==> src/rtl/countdown_timer_with_reload.sv <==
// Loadable down-counter with a reload register, one-shot or periodic mode,
// and registered borrow/expired/running flags driven from a small FSM.
module countdown_timer_with_reload #(
  parameter int WIDTH = 4
) (
  input  logic             clock,
  input  logic             clear,
  input  logic             load,
  input  logic             decrement,
  input  logic             auto_reload,
  input  logic [WIDTH-1:0] I,
  output logic [WIDTH-1:0] A,
  output logic             output_borrow,
  output logic             expired,
  output logic             running
);

  typedef enum logic [1:0] {
    ST_IDLE    = 2'd0,
    ST_ARMED   = 2'd1,
    ST_EXPIRED = 2'd2
  } state_e;

  state_e           state_q;
  logic [WIDTH-1:0] a_q;
  logic [WIDTH-1:0] r_q;
  logic             borrow_q;
  logic             expired_q;
  logic             running_q;

  // NOTE: every register here, flags included, is cleared asynchronously and
  // updated with non-blocking assignments so all outputs change together.
  always_ff @(posedge clock or negedge clear) begin
    if (!clear) begin
      state_q   <= ST_IDLE;
      a_q       <= '0;
      r_q       <= '0;
      borrow_q  <= 1'b0;
      expired_q <= 1'b0;
      running_q <= 1'b0;
    end else begin
      borrow_q <= 1'b0;
      if (load) begin
        a_q       <= I;
        r_q       <= I;
        state_q   <= ST_ARMED;
        running_q <= 1'b1;
        expired_q <= 1'b0;
      end else begin
        unique case (state_q)
          ST_ARMED: begin
            if (decrement) begin
              if (a_q != '0) begin
                a_q <= a_q - WIDTH'(1);
              end else if (auto_reload) begin
                // Periodic mode: zero crossing reloads and keeps running.
                a_q      <= r_q;
                borrow_q <= 1'b1;
              end else begin
                // One-shot mode: A saturates at zero and the timer expires.
                borrow_q  <= 1'b1;
                state_q   <= ST_EXPIRED;
                running_q <= 1'b0;
                expired_q <= 1'b1;
              end
            end
          end
          ST_IDLE, ST_EXPIRED: begin
            state_q <= state_q;
          end
          default: begin
            state_q   <= ST_IDLE;
            running_q <= 1'b0;
            expired_q <= 1'b0;
          end
        endcase
      end
    end
  end

  assign A             = a_q;
  assign output_borrow = borrow_q;
  assign expired       = expired_q;
  assign running       = running_q;

endmodule

==> config.mk <==
export PLATFORM = sky130hd
export DESIGN_NAME = countdown_timer_with_reload
export DESIGN_NICKNAME = d
export VERILOG_FILES = /design/src/rtl/countdown_timer_with_reload.sv
export SDC_FILE = /design/constraint.sdc
export NUM_CORES = 1
export LEC_CHECK = 0
export CAP_MARGIN = 30
export CORE_UTILIZATION = 44
export DETAILED_ROUTE_END_ITERATION = 8
export GPL_ROUTABILITY_DRIVEN = 1
export PLACE_DENSITY = 0.75
export SLEW_MARGIN = 20
export SYNTH_ARGS = -nofsm -noshare
export SYNTH_HDL_FRONTEND = slang
export SYNTH_SLANG_ARGS = --single-unit
==> constraint.sdc <==
create_clock -name clock -period 2 [get_ports clock]
set_clock_uncertainty 0.05 [all_clocks]
set_input_delay 0.6 -clock clock [delete_from_list [all_inputs] [get_ports clock]]
set_output_delay 0.6 -clock clock [all_outputs]
set_load 0.02 [all_outputs]
### Selected gate families, run 1

Scale: 8 px per um.
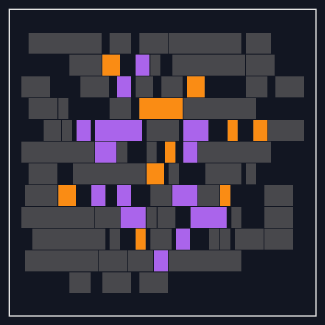
inverting AOI/OAI gates -> purple  # cells 14, most used a21oi_1
NOR gates -> orange  # cells 10, most used nor2_1
fin cells: 94
Comb area share: 34.99%
Commonest Layout Cell: clkdlybuf4s50_1

### PDN straps and rails, run 1

Scale: 10 px per um. Pins as bars on the die edge.
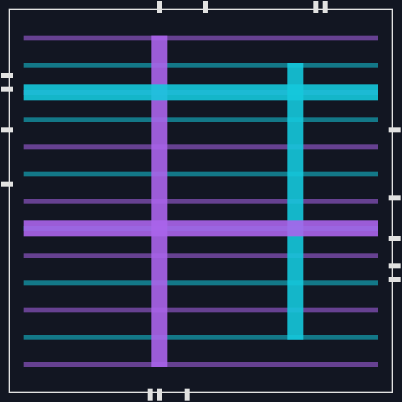
VDD -> cyan
VSS -> purple
met4 straps = 2
rows = 12
met1 rails = 13
signal pins = 16
met5 straps = 2

==> flow_summary.json, run 1 <==
{
  "reg2reg_depth": 6,
  "hold_depth": 2,
  "xor_area_share_pct": 0,
  "holdPathEnd": "r_q[3]",
  "die_w_um": 38.17,
  "endpoint_kind": "output port",
  "total_power_w": 0.0005663,
  "synth_cell_types": 25,
  "vias_per_cell": 5.383,
  "drt-met1-wl_um": 523,
  "swShare_pct": 29.98,
  "rsz0062_at_grt": "false",
  "grtUsageMet1_pct": 27.59,
  "ys_seq_share_pct": 47.83,
  "coreArea_um2": 1156,
  "insertedDiodeCount": 0,
  "gp_congestion": 0.8288,
  "overflow": 0,
  "multi_input_comb_cells": 41,
  "setup_violations": 0,
  "seqPwrFrac_pct": 45.5,
  "postCtsHoldBufs": 0,
  "clkCellAreaFrac_pct": 3.266,
  "leakage_nw": 0.3454,
  "cts_tree": "yes",
  "status": "complete, no violations",
  "ys.flop_type": "dfrtp_1",
  "vias": 506,
  "fin_tns_setup_ps": 0,
  "cp_cell_sequence": "clkdlybuf4s50_1",
  "grt_use_met2_pct": 28.81,
  "startpoint_type": "flop",
  "largest_area_cell": "dfrtp_1",
  "cp_max_fo": 4,
  "drc": 0,
  "utilization_pct": 69.59,
  "pwr-share-comb_pct": 27.3,
  "crit_start": "A[1]",
  "nNetsFinal": 91
}
### Clock distribution, run 1

Scale: 8 px per um.
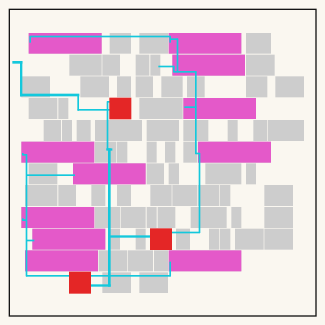
flip-flops -> magenta  # count 11
clock wires -> cyan  # length 152 um
cells driving clock nets -> red  # count 3
routed clock nets = 4
Latency at later pin: 270 ps
clock-net power: 0.000155 W
Clk pwr share: 27.3%

==> inputs of run 2 (changes only) <==
--- a/config.mk
+++ b/config.mk
@@ -7,6 +7,7 @@
 export LEC_CHECK = 0
 export CAP_MARGIN = 30
 export CORE_UTILIZATION = 44
+export CTS_CLUSTER_SIZE = 8
 export DETAILED_ROUTE_END_ITERATION = 8
 export GPL_ROUTABILITY_DRIVEN = 1
 export PLACE_DENSITY = 0.75
### Routed metal, one colour a layer, run 2

Scale: 12 px per um.
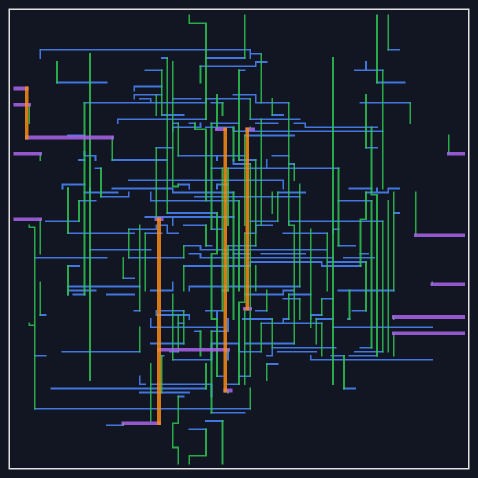
met1 -> blue  # wire length 523 um
met4 -> orange  # wire length 57.8 um
met2 -> green  # wire length 566 um
met3 -> purple  # wire length 43.0 um
routed via count: 506
GRT Total Usage: 20.72%

==> run 2 against run 1 <==
Effect of this change: synthesized area stayed put; via count unchanged; setup slack did not move; fmax did not move; synthesized cell count is the same; sequential power about the same; routed wire length stayed put; clock power about the same; final cell count did not move; largest power group unchanged; highest routed layer unchanged.
==> flow_summary.json, run 2 <==
{
  "status": "complete, no violations",
  "utilization_pct": 69.59,
  "grt_use_met2_pct": 28.81,
  "xor_area_share_pct": 0,
  "postCtsHoldBufs": 0,
  "synth_cell_types": 25,
  "pg_clk_w": 0.000155,
  "largest_area_cell": "dfrtp_1",
  "clkLatencyLatePin_ps": 270,
  "pwr-share-comb_pct": 27.3,
  "fin_tns_setup_ps": 0,
  "grtUsageMet1_pct": 27.59,
  "seq-power_w": 0.000257,
  "rsz0062_at_grt": "false",
  "p_int_w": 0.0003965,
  "fin_cells": 94,
  "cp_cell_sequence": "clkdlybuf4s50_1",
  "sh_comb_area_pct": 34.99,
  "endpoint_kind": "output port",
  "total_power_w": 0.0005663,
  "gp_congestion": 0.8288,
  "clkCellAreaFrac_pct": 3.266,
  "multi_input_comb_cells": 41,
  "coreArea_um2": 1156,
  "pwr-share-clk_pct": 27.3,
  "vias_per_cell": 5.383,
  "synth-edff-count": 0,
  "holdPathEnd": "r_q[3]",
  "cts_tree": "yes",
  "insertedDiodeCount": 0,
  "slew_headroom_pct": 66.93,
  "synthesis.area_um2": 575.6,
  "reg2reg_depth": 6,
  "leakage_nw": 0.3454,
  "synthCells": 57,
  "die_w_um": 38.17,
  "seqPwrFrac_pct": 45.5,
  "cp_max_fo": 4,
  "mux_share_pct": 5.652,
  "setup_violations": 0,
  "startpoint_type": "flop",
  "drc": 0,
  "crit_start": "A[1]",
  "swShare_pct": 29.98,
  "ys.flop_type": "dfrtp_1",
  "synthSimpleGateAreaFrac_pct": 21.74,
  "required_ps": 1350,
  "drv_cap": 0,
  "wirelength_um": 1190
}
### Clock wiring as the flow saved it, run 2

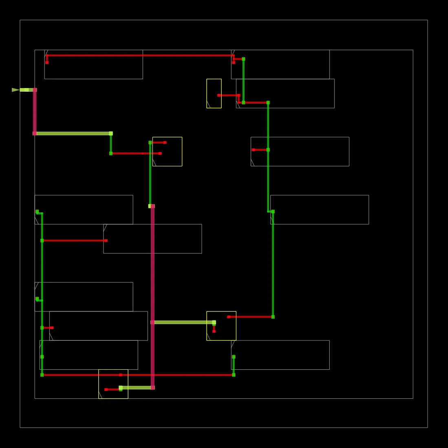
CLK BUF: 4
Flops: 11
clock sink count: 11
cts bufs inserted: 3

==> inputs of run 3 (changes only) <==
--- a/config.mk
+++ b/config.mk
@@ -5,12 +5,13 @@
 export SDC_FILE = /design/constraint.sdc
 export NUM_CORES = 1
 export LEC_CHECK = 0
+export ABC_AREA = 1
 export CAP_MARGIN = 30
-export CORE_UTILIZATION = 44
-export CTS_CLUSTER_SIZE = 8
+export CORE_UTILIZATION = 46
+export CTS_CLUSTER_SIZE = 24
 export DETAILED_ROUTE_END_ITERATION = 8
 export GPL_ROUTABILITY_DRIVEN = 1
-export PLACE_DENSITY = 0.75
+export PLACE_DENSITY = 0.76
 export SLEW_MARGIN = 20
 export SYNTH_ARGS = -nofsm -noshare
 export SYNTH_HDL_FRONTEND = slang
### Selected gate families, run 3

Scale: 6 px per um.
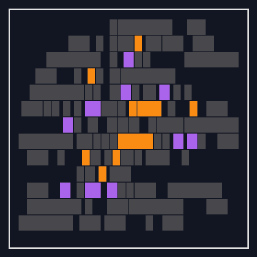
inverting AOI/OAI gates -> purple  # cells 10, most used o21ai_1
NOR gates -> orange  # cells 9, most used nor2_1
fin cells: 115
Commonest Layout Cell: nand2_1
Comb area share: 36.60%

### PDN straps and rails, run 3

Scale: 10 px per um. Pins as bars on the die edge.
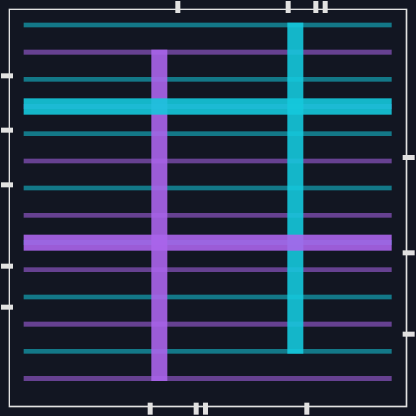
VSS -> purple
VDD -> cyan
rows = 13
met5 straps = 2
met1 rails = 14

==> run 3 against run 2 <==
Effect of this change: synthesized cell count increased by 46%; core utilization down 6.8 points; global-route usage fell by 0.68 points; sequential share of layout area is 0.52 points lower; sequential cell count unchanged; count of clock-buffer cells in the layout unchanged; synthesized area increased by 13%; power grew 27%; register-to-register slack better by 190 ps; clock power hardly changed; highest routed layer unchanged.
==> flow_summary.json, run 3 <==
{
  "crit_start": "state_q[0]",
  "status": "complete, no violations",
  "design.seq.count": 11,
  "coreArea_um2": 1301,
  "utilization_pct": 62.79,
  "vias": 590,
  "grtUsageMet1_pct": 26.95,
  "insertedDiodeCount": 0,
  "p_int_w": 0.0004501,
  "p_sw_w": 0.0002710,
  "cp_slowest_cell": "clkdlybuf4s50_1",
  "holdPathEnd": "r_q[3]",
  "reg2reg_depth": 7,
  "cts_tree": "yes",
  "ys.flop_type": "dfrtp_1",
  "pg_clk_w": 0.000158,
  "gp_congestion": 0.8871,
  "holdWs_ps": 431.7,
  "startpoint_type": "flop",
  "largest_area_cell": "dfrtp_1",
  "cts.sinks": 11,
  "clock_buffers": 4,
  "pwr-share-clk_pct": 21.8,
  "synthesis.area_um2": 649.4,
  "endpoint_kind": "output port",
  "wirelength_um": 1289,
  "clkCellAreaFrac_pct": 3.216,
  "cp_max_fo": 4,
  "fin_tns_setup_ps": 0,
  "mux_share_pct": 0,
  "clkLatencyLatePin_ps": 270,
  "total_power_w": 0.0007211,
  "multi_input_comb_cells": 58,
  "xor_area_share_pct": 0,
  "drv_cap": 0,
  "synth_cell_types": 18,
  "setup_violations": 0,
  "leakage_nw": 0.4108,
  "seqPwrFrac_pct": 38.6,
  "synth-edff-count": 0,
  "cp_cell_sequence": "clkdlybuf4s50_1",
  "die_w_um": 39.57,
  "seq-power_w": 0.000278,
  "synthSimpleGateAreaFrac_pct": 35.65,
  "grt_use_total_pct": 20.05
}
Power and IR drop assume default switching activity.
